<file path="config.mk">
export PLATFORM = sky130hd
export DESIGN_NAME = ex_stage
export DESIGN_NICKNAME = d
export VERILOG_FILES = /design/src/rtl/ex_pkg.sv /design/src/rtl/div_unit.sv /design/src/rtl/ex_stage.sv
export SDC_FILE = /design/constraint.sdc
export NUM_CORES = 1
export LEC_CHECK = 0
export CORE_AREA = 10 10 205 207
export CTS_BUF_LIST = sky130_fd_sc_hd__clkbuf_4
export DETAILED_ROUTE_END_ITERATION = 10
export DIE_AREA = 0 0 215 217
export PLACE_DENSITY = 0.77
export SYNTH_ARGS = -nofsm -noshare
export SYNTH_HDL_FRONTEND = slang
export SYNTH_SLANG_ARGS = --single-unit
</file>
<file path="constraint.sdc">
create_clock -name clk -period 7.5 [get_ports clk]
set_input_delay 1.875 -clock clk [delete_from_list [all_inputs] [get_ports clk]]
set_output_delay 1.875 -clock clk [all_outputs]
set_load 0.02 [all_outputs]
</file>
<file path="src/rtl/ex_pkg.sv">
// Shared opcode, result-class and divider-state definitions for the execute stage.
package ex_pkg;

    localparam logic [7:0] ALUOP_NOP  = 8'h00;
    localparam logic [7:0] ALUOP_OR   = 8'h25;
    localparam logic [7:0] ALUOP_AND  = 8'h24;
    localparam logic [7:0] ALUOP_XOR  = 8'h26;
    localparam logic [7:0] ALUOP_NOR  = 8'h27;
    localparam logic [7:0] ALUOP_SLL  = 8'h7C;
    localparam logic [7:0] ALUOP_SRL  = 8'h02;
    localparam logic [7:0] ALUOP_SRA  = 8'h03;
    localparam logic [7:0] ALUOP_ADDU = 8'h21;
    localparam logic [7:0] ALUOP_SUBU = 8'h23;
    localparam logic [7:0] ALUOP_SLT  = 8'h2A;
    localparam logic [7:0] ALUOP_SLTU = 8'h2B;
    localparam logic [7:0] ALUOP_DIV  = 8'h1A;
    localparam logic [7:0] ALUOP_DIVU = 8'h1B;
    localparam logic [7:0] ALUOP_MFHI = 8'h10;
    localparam logic [7:0] ALUOP_MFLO = 8'h12;

    localparam logic [2:0] ALUSEL_NOP   = 3'd0;
    localparam logic [2:0] ALUSEL_LOGIC = 3'd1;
    localparam logic [2:0] ALUSEL_SHIFT = 3'd2;
    localparam logic [2:0] ALUSEL_MOVE  = 3'd3;
    localparam logic [2:0] ALUSEL_ARITH = 3'd4;

    typedef enum logic [1:0] {IDLE, RUN, DZERO, DONE} div_state_t;

    function automatic logic is_div_op(input logic [7:0] op);
        return (op == ALUOP_DIV) || (op == ALUOP_DIVU);
    endfunction

endpackage

</file>
<file path="src/rtl/div_unit.sv">
// Multi-cycle restoring divider: one quotient bit per cycle, sign-corrected results
// presented while done is high.
module div_unit
    import ex_pkg::*;
#(
    parameter int unsigned DATA_W = 32
) (
    input  logic              clk,
    input  logic              rst,
    input  logic              start,
    input  logic              signed_op,
    input  logic [DATA_W-1:0] dividend,
    input  logic [DATA_W-1:0] divisor,
    input  logic              flush,
    output logic              busy,
    output logic              done,
    output logic [DATA_W-1:0] quotient,
    output logic [DATA_W-1:0] remainder
);

    localparam int unsigned CNT_W = $clog2(DATA_W);

    div_state_t        state_q, state_d;
    logic [CNT_W-1:0]  cnt_q, cnt_d;
    logic [DATA_W-1:0] quo_q, quo_d, rem_q, rem_d, dvs_q, dvs_d;
    logic              neg_quo_q, neg_quo_d, neg_rem_q, neg_rem_d;
    logic [DATA_W:0]   rem_sh, diff;

    // Partial remainder shifted left, pulling in the next dividend bit from quo_q.
    assign rem_sh = {rem_q, quo_q[DATA_W-1]};
    assign diff   = rem_sh - {1'b0, dvs_q};

    always_comb begin
        state_d   = state_q;
        cnt_d     = cnt_q;
        quo_d     = quo_q;
        rem_d     = rem_q;
        dvs_d     = dvs_q;
        neg_quo_d = neg_quo_q;
        neg_rem_d = neg_rem_q;
        busy      = 1'b0;
        done      = 1'b0;
        unique case (state_q)
            IDLE: begin
                if (start) begin
                    busy = 1'b1;
                    if (divisor != '0) begin
                        quo_d     = (signed_op && dividend[DATA_W-1]) ? -dividend : dividend;
                        dvs_d     = (signed_op && divisor[DATA_W-1]) ? -divisor : divisor;
                        rem_d     = '0;
                        neg_quo_d = signed_op && (dividend[DATA_W-1] ^ divisor[DATA_W-1]);
                        neg_rem_d = signed_op && dividend[DATA_W-1];
                        cnt_d     = '0;
                        state_d   = RUN;
                    end else begin
                        state_d = DZERO;
                    end
                end
            end
            RUN: begin
                busy  = 1'b1;
                cnt_d = cnt_q + CNT_W'(1);
                if (!diff[DATA_W]) begin
                    rem_d = diff[DATA_W-1:0];
                    quo_d = {quo_q[DATA_W-2:0], 1'b1};
                end else begin
                    rem_d = rem_sh[DATA_W-1:0];
                    quo_d = {quo_q[DATA_W-2:0], 1'b0};
                end
                if (cnt_q == CNT_W'(DATA_W - 1)) begin
                    state_d = DONE;
                end
            end
            DZERO: begin
                // Raw results, no sign correction: quotient all-ones, remainder = dividend.
                busy      = 1'b1;
                quo_d     = '1;
                rem_d     = dividend;
                neg_quo_d = 1'b0;
                neg_rem_d = 1'b0;
                state_d   = DONE;
            end
            DONE: begin
                done    = 1'b1;
                state_d = IDLE;
            end
            default: state_d = IDLE;
        endcase
        if (flush) begin
            state_d = IDLE;
            busy    = 1'b0;
            done    = 1'b0;
        end
    end

    always_ff @(posedge clk) begin
        if (rst) begin
            state_q   <= IDLE;
            cnt_q     <= '0;
            quo_q     <= '0;
            rem_q     <= '0;
            dvs_q     <= '0;
            neg_quo_q <= 1'b0;
            neg_rem_q <= 1'b0;
        end else begin
            state_q   <= state_d;
            cnt_q     <= cnt_d;
            quo_q     <= quo_d;
            rem_q     <= rem_d;
            dvs_q     <= dvs_d;
            neg_quo_q <= neg_quo_d;
            neg_rem_q <= neg_rem_d;
        end
    end

    assign quotient  = neg_quo_q ? -quo_q : quo_q;
    assign remainder = neg_rem_q ? -rem_q : rem_q;

endmodule

</file>
<file path="src/rtl/ex_stage.sv">
// Execute stage: single-cycle ALU, HI/LO registers and the stalling divider.
module ex_stage
    import ex_pkg::*;
#(
    parameter int unsigned DATA_W = 32
) (
    input  logic              clk,
    input  logic              rst,
    input  logic [7:0]        ex_aluop,
    input  logic [2:0]        ex_alusel,
    input  logic [DATA_W-1:0] ex_reg1,
    input  logic [DATA_W-1:0] ex_reg2,
    input  logic [4:0]        ex_wd,
    input  logic              ex_wreg,
    input  logic              flush,
    output logic [4:0]        wd_o,
    output logic              wreg_o,
    output logic [DATA_W-1:0] wdata_o,
    output logic              stall_req
);

    localparam int unsigned SH_W = $clog2(DATA_W);

    logic [DATA_W-1:0] hi_q, lo_q;
    logic [DATA_W-1:0] logic_res, shift_res, arith_res, move_res, alu_res;
    logic [DATA_W-1:0] div_quo, div_rem;
    logic [SH_W-1:0]   shamt;
    logic              is_div, div_busy, div_done;

    assign is_div = is_div_op(ex_aluop);
    assign shamt  = ex_reg1[SH_W-1:0];

    div_unit #(
        .DATA_W(DATA_W)
    ) u_div (
        .clk      (clk),
        .rst      (rst),
        .start    (is_div),
        .signed_op(ex_aluop == ALUOP_DIV),
        .dividend (ex_reg1),
        .divisor  (ex_reg2),
        .flush    (flush),
        .busy     (div_busy),
        .done     (div_done),
        .quotient (div_quo),
        .remainder(div_rem)
    );

    always_ff @(posedge clk) begin
        if (rst) begin
            hi_q <= '0;
            lo_q <= '0;
        end else if (div_done) begin
            hi_q <= div_rem;
            lo_q <= div_quo;
        end
    end

    always_comb begin
        logic_res = '0;
        shift_res = '0;
        arith_res = '0;
        move_res  = '0;
        case (ex_aluop)
            ALUOP_OR:   logic_res = ex_reg1 | ex_reg2;
            ALUOP_AND:  logic_res = ex_reg1 & ex_reg2;
            ALUOP_XOR:  logic_res = ex_reg1 ^ ex_reg2;
            ALUOP_NOR:  logic_res = ~(ex_reg1 | ex_reg2);
            default:    logic_res = '0;
        endcase
        case (ex_aluop)
            ALUOP_SLL:  shift_res = ex_reg2 << shamt;
            ALUOP_SRL:  shift_res = ex_reg2 >> shamt;
            ALUOP_SRA:  shift_res = $signed(ex_reg2) >>> shamt;
            default:    shift_res = '0;
        endcase
        case (ex_aluop)
            ALUOP_ADDU: arith_res = ex_reg1 + ex_reg2;
            ALUOP_SUBU: arith_res = ex_reg1 - ex_reg2;
            ALUOP_SLT:  arith_res = {{(DATA_W-1){1'b0}}, $signed(ex_reg1) < $signed(ex_reg2)};
            ALUOP_SLTU: arith_res = {{(DATA_W-1){1'b0}}, ex_reg1 < ex_reg2};
            default:    arith_res = '0;
        endcase
        case (ex_aluop)
            ALUOP_MFHI: move_res = hi_q;
            ALUOP_MFLO: move_res = lo_q;
            default:    move_res = '0;
        endcase
        case (ex_alusel)
            ALUSEL_LOGIC: alu_res = logic_res;
            ALUSEL_SHIFT: alu_res = shift_res;
            ALUSEL_ARITH: alu_res = arith_res;
            ALUSEL_MOVE:  alu_res = move_res;
            default:      alu_res = '0;
        endcase
    end

    always_comb begin
        wd_o      = ex_wd;
        wreg_o    = ex_wreg && !is_div;
        wdata_o   = is_div ? '0 : alu_res;
        stall_req = div_busy;
        if (rst) begin
            wd_o      = '0;
            wreg_o    = 1'b0;
            wdata_o   = '0;
            stall_req = 1'b0;
        end
    end

endmodule

</file>
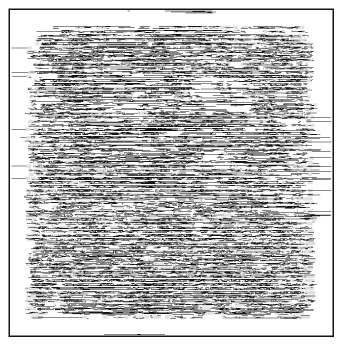
*The metal 1 layer, run 1*
Drawn at 1.5 px/um. Cells faint in the background.
nets with wire on the layer: 3,079
main direction: horizontal
longest straight run: 74.1 um
wire length on this layer: 36.6 mm
share of all routed wire: 38%

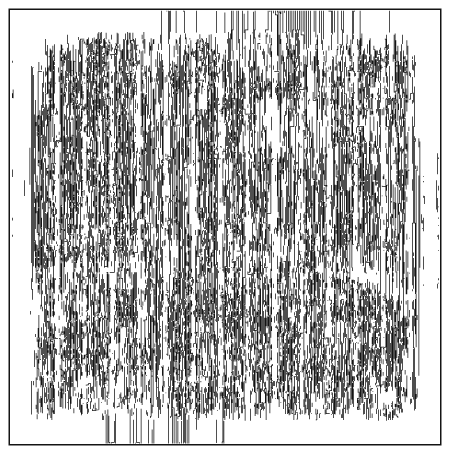
*The metal 2 layer, run 1*
Drawn at 2 px/um.
longest straight run: 107 um
share of all routed wire: 41%
nets with wire on the layer: 2,741

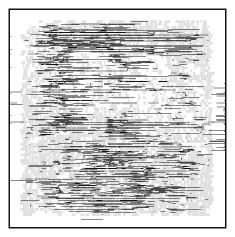
*Signal wires on met3, run 1*
Drawn at 1 px/um. Cells faint in the background.
main direction: horizontal
share of all routed wire: 14%
wire length on this layer: 13,500 um
nets with wire on the layer: 562
longest straight run: 144 um

==> run 1: synth_stat cells (20+ instances only) <==
cell	count
nor2_1	352
a21oi_1	330
nand2_1	252
clkbuf_1	202
dfxtp_1	169
o21ai_0	166
ha_1	141
inv_1	140
xnor2_1	132
a211oi_1	116
mux2i_1	87
xor2_1	71
nor3_1	66
o22ai_1	50
o31ai_1	41
o211ai_1	39
a22oi_1	38
nand3_1	38
mux4_2	31
nor2b_1	31
buf_1	30
a31oi_1	25
or3_1	23
a21o_1	22
and3_1	22
nand2b_1	20
==> run 1: routing by layer <==
metal	share of wire	vias to the layer above	wire length, um	global-route usage
li1	-	11000	-	-
met3	0.14	381	13500	0.123
met5	0.00035	-	34	0
met2	0.41	1822	40100	0.575
met1	0.38	11500	36600	0.501
met4	0.075	6	7360	0.270
==> run 1: power by group through the flow <==
stage	clock, mW	sequential [mW]	combinational (mW)
after floorplan	0	0.926	0.618
after global placement	0	0.927	1.04
after detailed placement	0	0.928	1.05
after CTS	0.600	0.908	1.06
after global routing	0.634	0.910	1.17
final	0.603	0.909	1.11
==> run 1: final cells by class <==
class | instances | area [sq um] | area share
Multi-Input combinational cell | 2366 | 15900 | 0.657
Timing Repair Buffer | 406 | 3440 | 0.142
Sequential cell | 169 | 3380 | 0.140
Tap cell | 518 | 648 | 0.0267
Inverter | 142 | 533 | 0.0220
Clock inverter | 14 | 169 | 0.00697
Clock buffer | 18 | 135 | 0.00557
Antenna cell | 1 | 2.50 | 0.000103
==> run 1: per-stage QoR <==
| stage | area [sq um] | setup TNS, ps | hold WS, ps | util |
|---|---|---|---|---|
| 5_1_grt | 24200 | -90.3 | 494 | 0.636 |
| 2_1_floorplan | 20700 | 0 | 432 | - |
| 3_3_place_gp | 23800 | -2710 | 443 | 0.625 |
| 3_5_place_dp | 23800 | -3150 | 447 | 0.625 |
| 4_1_cts | 24200 | 0 | 470 | 0.634 |
| 6_report | 24200 | 0 | 468 | 0.636 |
==> run 1: flip-flops by register name, summed over array words and instances, names as in the netlist <==
name	cells
u_div.dvs_q	32
u_div.cnt_q	5
lo_q	32
u_div.neg_quo_q	1
u_div.neg_rem_q	1
u_div.quo_q	32
u_div.rem_q	32
u_div.state_q	2
hi_q	32
==> run 1: worst max-delay path, stage by stage <==
cell and delay, ps:
clkdlybuf4s50_1 480, buf_4 170, nor3_1 350, nand3_1 330, nor3_2 300, buf_12 240, a22oi_1 200, o22ai_1 510
a21oi_1 250, o22ai_1 230, clkdlybuf4s50_1 640
==> run 1: kinds of logic after synthesis <==
group / share of synthesized area
AND/OR/NAND/NOR: 0.194
AND-OR/OR-AND: 0.312
XOR/XNOR: 0.0861
flip-flops: 0.164
multiplexers: 0.0814
adder cells (fa/ha/maj): 0.0883
buffers and inverters: 0.0743
==> run 1: worst max path at each step <==
stage | cells after the start | slack (ps) | end | startpoint
floorplan | 17 | 1 | wdata_o[24] | ex_reg1[2]
global placement | 16 | -400 | wdata_o[24] | ex_reg2[0]
detailed placement | 18 | -480 | wdata_o[30] | ex_reg2[0]
CTS | 17 | 9 | wdata_o[14] | ex_reg2[0]
global route | 17 | -50 | wdata_o[31] | ex_reg2[4]
finish | 11 | 7 | wdata_o[17] | ex_aluop[7]
==> flow_metrics.env, run 1 <==
# yosys + openroad results
export IMPL_warnings=102
export IMPL_hold_path_class="reg2reg"
export IMPL_finalClockSkew_ps=38.7
export IMPL_rsz0062_at_grt="true"
export IMPL_grt_start_max_net_pins=122
export IMPL_hold_depth=2
export IMPL_holdBufCountCts=0
export IMPL_yosys_cells=2930
export IMPL_swShare=0.397
export IMPL_irDropWorstVdd_mv=0.104
export IMPL_async_flop_share=0
export IMPL_maxSlewHeadroom=0.189
export IMPL_yosysWarnings=0
export IMPL_internal_power_mw=1.58
export IMPL_post_cts_setup_buffers=0
export IMPL_die_area_sq_um=46700
export IMPL_ant_nets=0
export IMPL_cp_required_ps=5620
export IMPL_dr_total_vias=24700
export IMPL_reg2reg_to="u_div.rem_q[13]"
export IMPL_postSynthSeqShare=0.164
export IMPL_yosys_area_sq_um=20700
export IMPL_path_class="in2out"
export IMPL_r2r_cells=13
export IMPL_power_density_nw_per_um2=108
export IMPL_worstPathMaxFanout=30
export IMPL_synth_area_top_cells="dfxtp_1 16%, ha_1 8.5%, a21oi_1 8.0%"
export IMPL_routed_via_density=6.80
export IMPL_ys_types=82
export IMPL_drive_above_1_share=0.135
export IMPL_max_cap_violations=0
export IMPL_final_cells=3634
export IMPL_dp_cells=3599
export IMPL_arrival_ps=5620
export IMPL_ys_flops=169
export IMPL_nFillCells=3499
export IMPL_initialDrtViolationCount=4052
export IMPL_status="finished clean"
export IMPL_yosys_most_used_dff="dfxtp_1"
export IMPL_pre_cts_slack_ps=-477
export IMPL_leakagePower_nw=9.47
export IMPL_wire_per_inst_um=26.9
export IMPL_ctsLongestPathBuffers=2
export IMPL_drt_pass1_iterations=8
export IMPL_cts_tree="yes"
export IMPL_final_setup_worst_slack_ps=6.92
export IMPL_finalSetupViolCount=0
export IMPL_synth_nets=3158
export IMPL_track_usage=0.398
export IMPL_fp_util=0.542
export IMPL_first_global_vias=22900
export IMPL_finalPower_mw=2.62
export IMPL_io_buffers=122
export IMPL_cts_buffers=17
export IMPL_worstHoldStart="u_div.dvs_q[31]"
export IMPL_grt_ovfl_total=0
export IMPL_final_hold_viol_count=0
export IMPL_synth_edff_count=0
export IMPL_antenna_found_initial=4
export IMPL_drv_slew=0
export IMPL_fin_crit_ps=7490
export IMPL_nets=3330
export IMPL_io_pins=123
export IMPL_cp_start_kind="primary input"
export IMPL_fin_crit_sh=0.999
export IMPL_clk_latency_ps=650
export IMPL_worst_slew_pin_transition_ps=1200
export IMPL_hold_path_end="u_div.dvs_q[31]"
export IMPL_synthCells=2930
export IMPL_die_height_um=217
export IMPL_wl_um=97600
export IMPL_avgSynthCellArea_sq_um=7.05
export IMPL_seq_power_share=0.346
export IMPL_r2r_setup_slack_ps=2440
export IMPL_grt_first_pass_wirelength_um=143000
export IMPL_rows=72
export IMPL_clk_pin_slew_worst_paths_ps=140
export IMPL_route_detailed_drc=0
export IMPL_layout_top_cell="nor2_1"
export IMPL_yosys_area_top_type_share=0.164
export IMPL_switchingPower_mw=1.04
export IMPL_syn_to_final_growth_pct=17.3
export IMPL_cts_resized=30
export IMPL_p_clk_frac=0.230
export IMPL_r2r_start="u_div.dvs_q[0]"
export IMPL_core_area_sq_um=38100
## Run 2: what changed since run 1
--- a/config.mk
+++ b/config.mk
@@ -7,6 +7,7 @@
 export LEC_CHECK = 0
 export CORE_AREA = 10 10 205 207
 export CTS_BUF_LIST = sky130_fd_sc_hd__clkbuf_4
+export CTS_CLUSTER_DIAMETER = 150
 export DETAILED_ROUTE_END_ITERATION = 10
 export DIE_AREA = 0 0 215 217
 export PLACE_DENSITY = 0.77
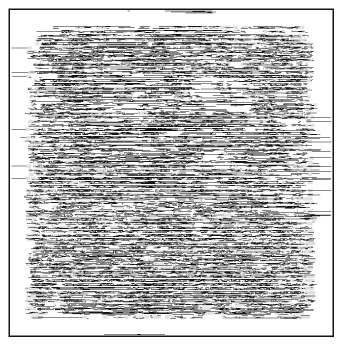
*The metal 1 layer, run 2*
Drawn at 1.5 px/um. Cells faint in the background.
wire length on this layer: 36.6 mm
share of all routed wire: 38%

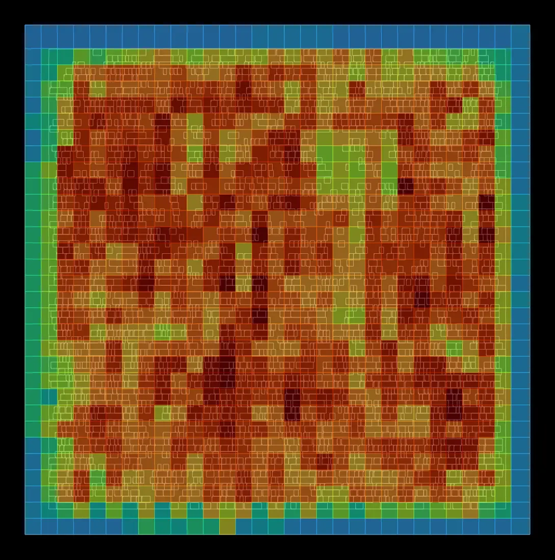
*Routing congestion map, run 2*
grt met2 use: 0.575
GRT Total Usage: 0.398
wire per inst: 26.9 um
Core Util, Final: 0.636

==> flow_metrics.env, run 2 <==
# yosys + openroad results
export IMPL_drv_slew=0
export IMPL_nFillCells=3499
export IMPL_rsz0062_at_grt="true"
export IMPL_final_hold_viol_count=0
export IMPL_postSynthSeqShare=0.164
export IMPL_die_x_um=215
export IMPL_core_area_sq_um=38100
export IMPL_arrival_ps=5620
export IMPL_maxSlewHeadroom=0.189
export IMPL_cp_top_family="buffers and inverters"
export IMPL_grt_first_pass_wirelength_um=143000
export IMPL_synth_area_top_cells="dfxtp_1 16%, ha_1 8.5%, a21oi_1 8.0%"
export IMPL_ys_types=82
export IMPL_die_area_sq_um=46700
export IMPL_layout_top_cell="nor2_1"
export IMPL_routed_via_density=6.80
export IMPL_fin_crit_ps=7490
export IMPL_yosysWarnings=0
export IMPL_synth_area_leader_cell="dfxtp_1"
export IMPL_worstPathMaxFanout=30
export IMPL_holdWs_ps=468
export IMPL_final_setup_worst_slack_ps=6.92
export IMPL_finalPower_mw=2.62
export IMPL_switchingPower_mw=1.04
export IMPL_most_common_cell="nor2_1"
export IMPL_warnings=102
export IMPL_place_gp_congestion=1.08
export IMPL_fin_crit_sh=0.999
export IMPL_wl_um=97600
export IMPL_ys_flops=169
export IMPL_drt_pass1_iterations=8
export IMPL_swShare=0.397
export IMPL_finalSetupViolCount=0
export IMPL_clk_pin_slew_worst_paths_ps=140
export IMPL_internal_power_mw=1.58
export IMPL_yosys_most_used_dff="dfxtp_1"
export IMPL_clock_sinks=169
export IMPL_io_buffers=122
export IMPL_finalClockSkew_ps=38.7
export IMPL_max_stage_delay_ps=640
export IMPL_hold_path_class="reg2reg"
export IMPL_first_global_vias=22900
export IMPL_dr_total_vias=24700
export IMPL_fp_util=0.542
export IMPL_cp_start_kind="primary input"
export IMPL_die_height_um=217
export IMPL_route_detailed_drc=0
export IMPL_max_cap_violations=0
export IMPL_path_class="in2out"
export IMPL_cp_slowest_cell="clkdlybuf4s50_1"
export IMPL_syn_to_final_growth_pct=17.3
export IMPL_yosys_area_sq_um=20700
export IMPL_irDropWorstVdd_mv=0.104
export IMPL_common_cells="352 x nor2_1, 330 x a21oi_1, 252 x nand2_1"
export IMPL_h_tree_depth=4
export IMPL_power_density_nw_per_um2=108
export IMPL_seq_power_share=0.346
export IMPL_synth_nets=3158
export IMPL_ctsLongestPathBuffers=2
export IMPL_nets=3330
export IMPL_cp_required_ps=5620
export IMPL_async_flop_share=0
export IMPL_antenna_found_initial=4
export IMPL_cts_tree="yes"
export IMPL_worst_slew_pin_transition_ps=1200
export IMPL_pre_cts_slack_ps=-477
export IMPL_p_clk_frac=0.230
export IMPL_yosys_cells=2930
export IMPL_fmax_ghz=0.133
export IMPL_cts_root_buffer="clkbuf_4"
export IMPL_ant_nets=0
export IMPL_clk_latency_ps=650
export IMPL_rows=72
export IMPL_cts_buffers=17
export IMPL_initialDrtViolationCount=4052
export IMPL_synth_cell_area_sq_um=20700
export IMPL_avgSynthCellArea_sq_um=7.05
export IMPL_drive_above_1_share=0.135
export IMPL_leakagePower_nw=9.47
export IMPL_synth_edff_count=0
export IMPL_worstPathCellList="clkdlybuf4s50_1, buf_4, nor3_1, nand3_1, nor3_2, buf_12, a22oi_1, o22ai_1, a21oi_1, o22ai_1, clkdlybuf4s50_1"
export IMPL_power_frac_comb=0.424
export IMPL_grt_ovfl_total=0
export IMPL_lay_top_cells="350 x nor2_1, 328 x a21oi_1, 276 x buf_4"
export IMPL_dp_hpwl_um=75600
export IMPL_grt_start_max_net_pins=122
export IMPL_yosys_area_top_type_share=0.164
export IMPL_cp_end_kind="output pin"
export IMPL_crit_buf_inv=4
export IMPL_status="finished clean"
export IMPL_synthCells=2930
export IMPL_io_pins=123
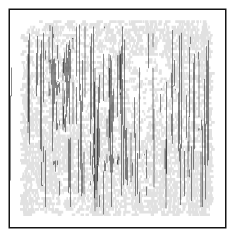
*Signal wires on met4, run 2*
Drawn at 1 px/um. Cells faint in the background.
wire length on this layer: 7,360 um
nets with wire on the layer: 149
longest straight run: 149 um
share of all routed wire: 7.5%

==> run 2: final timing paths <==
kind	start	endpoint	slack (ps)	depth (start not counted)
max	ex_aluop[7]	wdata_o[17]	7	11
min	u_div.dvs_q[31]	u_div.dvs_q[31]	470	2
max reg2reg	u_div.dvs_q[0]	u_div.rem_q[13]	2440	13
min reg2reg	u_div.dvs_q[31]	u_div.dvs_q[31]	470	2
==> run 2: stage by stage <==
step | TNS (ps) | instances | cell area, sq um
global route | -90.3 | 3634 | 24200
floorplan | 0 | 2930 | 20700
finish | 0 | 3634 | 24200
CTS | 0 | 3631 | 24200
global placement | -2710 | 3599 | 23800
detailed placement | -3150 | 3599 | 23800
==> run 2: logic make-up after synthesis <==
family | count (synthesis) | synth area share
xor gates and xnor gates | 203 | 0.0861
adders and majority gates | 144 | 0.0883
AOI/OAI and AO/OA | 1003 | 0.312
buffers and inverters | 395 | 0.0743
muxes | 128 | 0.0814
DFF | 169 | 0.164
and+or+nand+nor | 888 | 0.194
==> run 2: worst min-delay path, delay by kind of cell (launching register included) <==
family | cells | cell delay (ps)
AND/OR/NAND/NOR | 1 | 50
flip-flops | 1 | 340
AND-OR/OR-AND | 1 | 50
==> run 2: per-layer routing <==
metal	global-route usage	wire length [um]	up-vias
li1	-	-	11000
met1	0.501	36600	11500
met2	0.575	40100	1822
met3	0.123	13500	381
met4	0.270	7360	6
met5	0	34	-
==> run 2: power by group through the flow <==
stage               clock network (mW)  registers (mW)  logic (mW)
finish                           0.603           0.909        1.11
global route                     0.634           0.910        1.17
CTS                              0.600           0.908        1.06
detailed placement                   0           0.928        1.05
global placement                     0           0.927        1.04
floorplan                            0           0.926       0.618
==> run 2: cell type report <==
cell class / count / area (sq um) / area share
Tap cell: 518 / 648 / 0.0267
Inverter: 142 / 533 / 0.0220
Multi-Input combinational cell: 2366 / 15900 / 0.657
Clock buffer: 18 / 135 / 0.00557
Clock inverter: 14 / 169 / 0.00697
Sequential cell: 169 / 3380 / 0.140
Antenna cell: 1 / 2.50 / 0.000103
Timing Repair Buffer: 406 / 3440 / 0.142
==> run 2: repair_timing <==
item | 4_1_cts | 5_1_grt
setup buffers | 0 | 2
pin swaps | 1 | 9
setup endpoints to repair | 17 | 16
hold buffers | 0 | 0
resized | 30 | 19
Power is estimated from default activity; no workload was simulated.
